Design genie_skid_fifo, sky130hd; sources not shown.
Fig. 1: PDN straps and rails
The bar under the picture is 20 µm long. Pins as bars on the die edge.
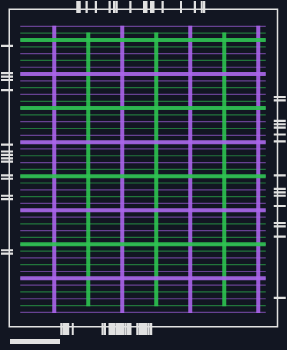
net	color
VDD	green
VSS	purple
signal pins	73
met4 straps	7
met1 rails	43
rows	42
met5 straps	8
core area: 11200 µm²
die width: 107 µm

Fig. 2: cells colored by class
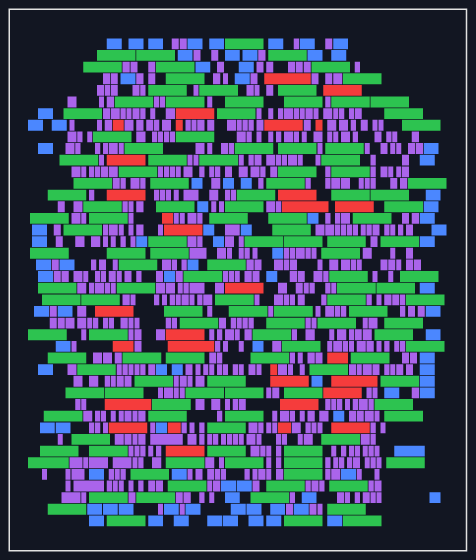
class	color	cells	share of their area
flops	green	137	44%
clock drivers and dummy loads	red	31	8.3%
other buffers and delay cells	blue	92	11%
combinational and other logic	purple	630	37%
Layout Utilization: 72.0%
design area: 8050 µm²
Rows: 42
Seq/total area: 42.6%

Fig. 3: clock wires, drivers and flops
The bar under the picture is 20 µm long.
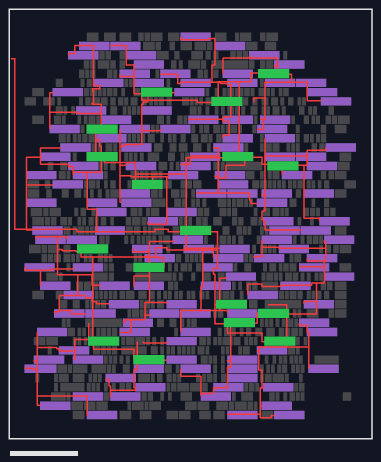
[flip-flops] purple | count: 137
[clock wires] red | length: 1680 µm
[clock drivers] green | count: 17
flops lie	widely spread
routed clock nets	18
Clk power: 1.77 mW
clk latency late pin: 0.42 ns

Fig. 4: metal layers overlaid
The bar under the picture is 20 µm long.
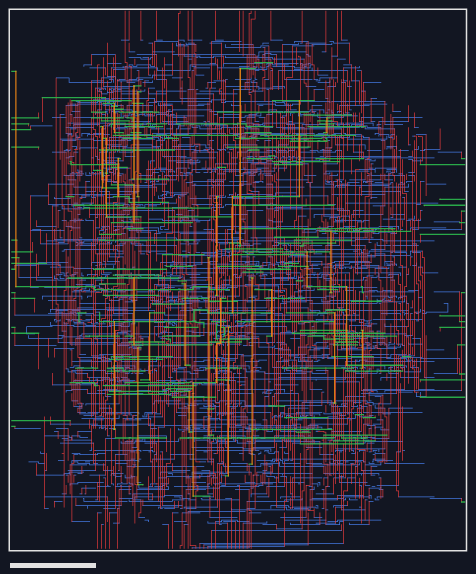
layer	color	wire length
metal 1	blue	7350 µm
metal 3	green	1700 µm
metal 2	red	9460 µm
metal 4	orange	636 µm
Total Routing Usage GR: 29.2%
routed vias: 6425
final WL: 19.1 mm
drt wl/cell: 18.3 µm

==> flow_metrics.env <==
# flow metrics
export IMPL_syn_nets=872
export IMPL_postCtsHoldBufs=0
export IMPL_first_pass_iters=5
export IMPL_fin_cells=1044
export IMPL_viasPerCell=6.15
export IMPL_cts_tree="yes"
export IMPL_initCoreUtil_pct=59.3
export IMPL_status="finished, final reports clean"
export IMPL_ff_type="dfrtp_1"
export IMPL_postCtsResizedCells=0
export IMPL_synth_cells=832
export IMPL_report_final_hold_viol_count=0
export IMPL_crit_path_max_fanout=68
export IMPL_crit_top_cell="nand2_1"
export IMPL_synth_warnings=0
export IMPL_yosysCellCount=832
export IMPL_cts_made_buffers=17
export IMPL_finalClockPeriodUsage_pct=66.5
export IMPL_dp_cells=1013
export IMPL_path_depth=7
export IMPL_place_congestion=0.830
export IMPL_rsz0062_at_grt="no"
export IMPL_dp_worst_setup_slack_ns=0.948
export IMPL_num_antenna_cells=0
export IMPL_htreeDepth=4
export IMPL_power_mw=7.10
export IMPL_grt_pass1_vias=6368
export IMPL_grt_antenna_before_repair=0
export IMPL_holdWs_ns=0.370
export IMPL_slowest_stage="buf_4"
export IMPL_fin_crit_ns=2.59
export IMPL_reg2reg_depth=7
export IMPL_final_nets=918
export IMPL_path_delay_family="buffers and inverters"
export IMPL_grt_ovfl_total=0
export IMPL_synthTopCellsByCount="321 x nand2_1, 136 x dfrtp_1, 136 x nand3_1"
export IMPL_drive_gt1_share_pct=7.75
export IMPL_yosys_area_um2=6640
export IMPL_critPathArrivalTime_ns=2.80
export IMPL_powerDensity_nw_per_um2=882
export IMPL_die_area_um2=13400
export IMPL_required_ns=4.11
export IMPL_synth_cell_types=23
export IMPL_setup_ws_ns=1.31
export IMPL_final_antenna_net_count=0
export IMPL_slowest_delay_ns=0.55
export IMPL_edf_count=0
export IMPL_crit_chain="clkdlybuf4s50_1 > inv_1 > nand2_1 > nand4_4 > buf_4 > nand4_1 > nand2_1"
export IMPL_startpoint_type="input port"
export IMPL_clockBufferDepth=2
export IMPL_async_flop_share_pct=100
export IMPL_grt_first_pass_wirelength_mm=31.3
export IMPL_peakVddDrop_mv=0.455
export IMPL_synthTopCellsByArea="dfrtp_1 51%, nand2_1 18%, nand3_1 10%, nand4_1 9.0%, buf_2 2.3%"
-- layer usage --
metal	track usage [%]	vias up	share of wire (%)
li1	-	2876	-
met3	7.06	66	8.9
met4	12.3	0	3.3
met5	0	-	0
met2	47.4	383	49
met1	37.6	3100	38
-- worst reg2reg max path, delay by kind of cell (launching register included) --
kind	cells	cell delay (ns)
flip-flops	1	0.70
buffers and inverters	2	0.79
AND/OR/NAND/NOR	5	0.87
-- power by group --
group | internal (mW) | switching, mW
clock network | 1.16 | 0.611
registers | 2.07 | 0.417
logic | 1.01 | 1.83
-- cell usage in the layout, fill, tap and decap left out, drive strengths merged --
cell type and instances:
buf 21, bufinv 5, clkbuf 19, clkdlybuf4s50 71, clkinv 6, clkinvlp 2
dfrtp 136, dfstp 1, fa 1, ha 3, inv 31, nand2 322
nand3 139, nand4 97, nor2 21, o21ai 13, xor2 2
-- area by class of cell --
type	instances	area (µm²)	share of cell area, %
multi-input combinational	598	2780	34.5
sequential	137	3430	42.6
clock inverter	12	198	2.45
tap	154	193	2.39
timing repair buffer	92	881	10.9
inverter	32	120	1.49
clock buffer	19	453	5.62
-- logic make-up after synthesis --
family / Yosys count / share of synthesized area (%)
buf+inv: 97 / 6.58
flops: 137 / 51.7
compound gates: 13 / 0.980
simple gates: 579 / 39.7
xor+xnor: 2 / 0.264
fa+ha+maj: 4 / 0.867
Power is estimated from default activity; no workload was simulated.
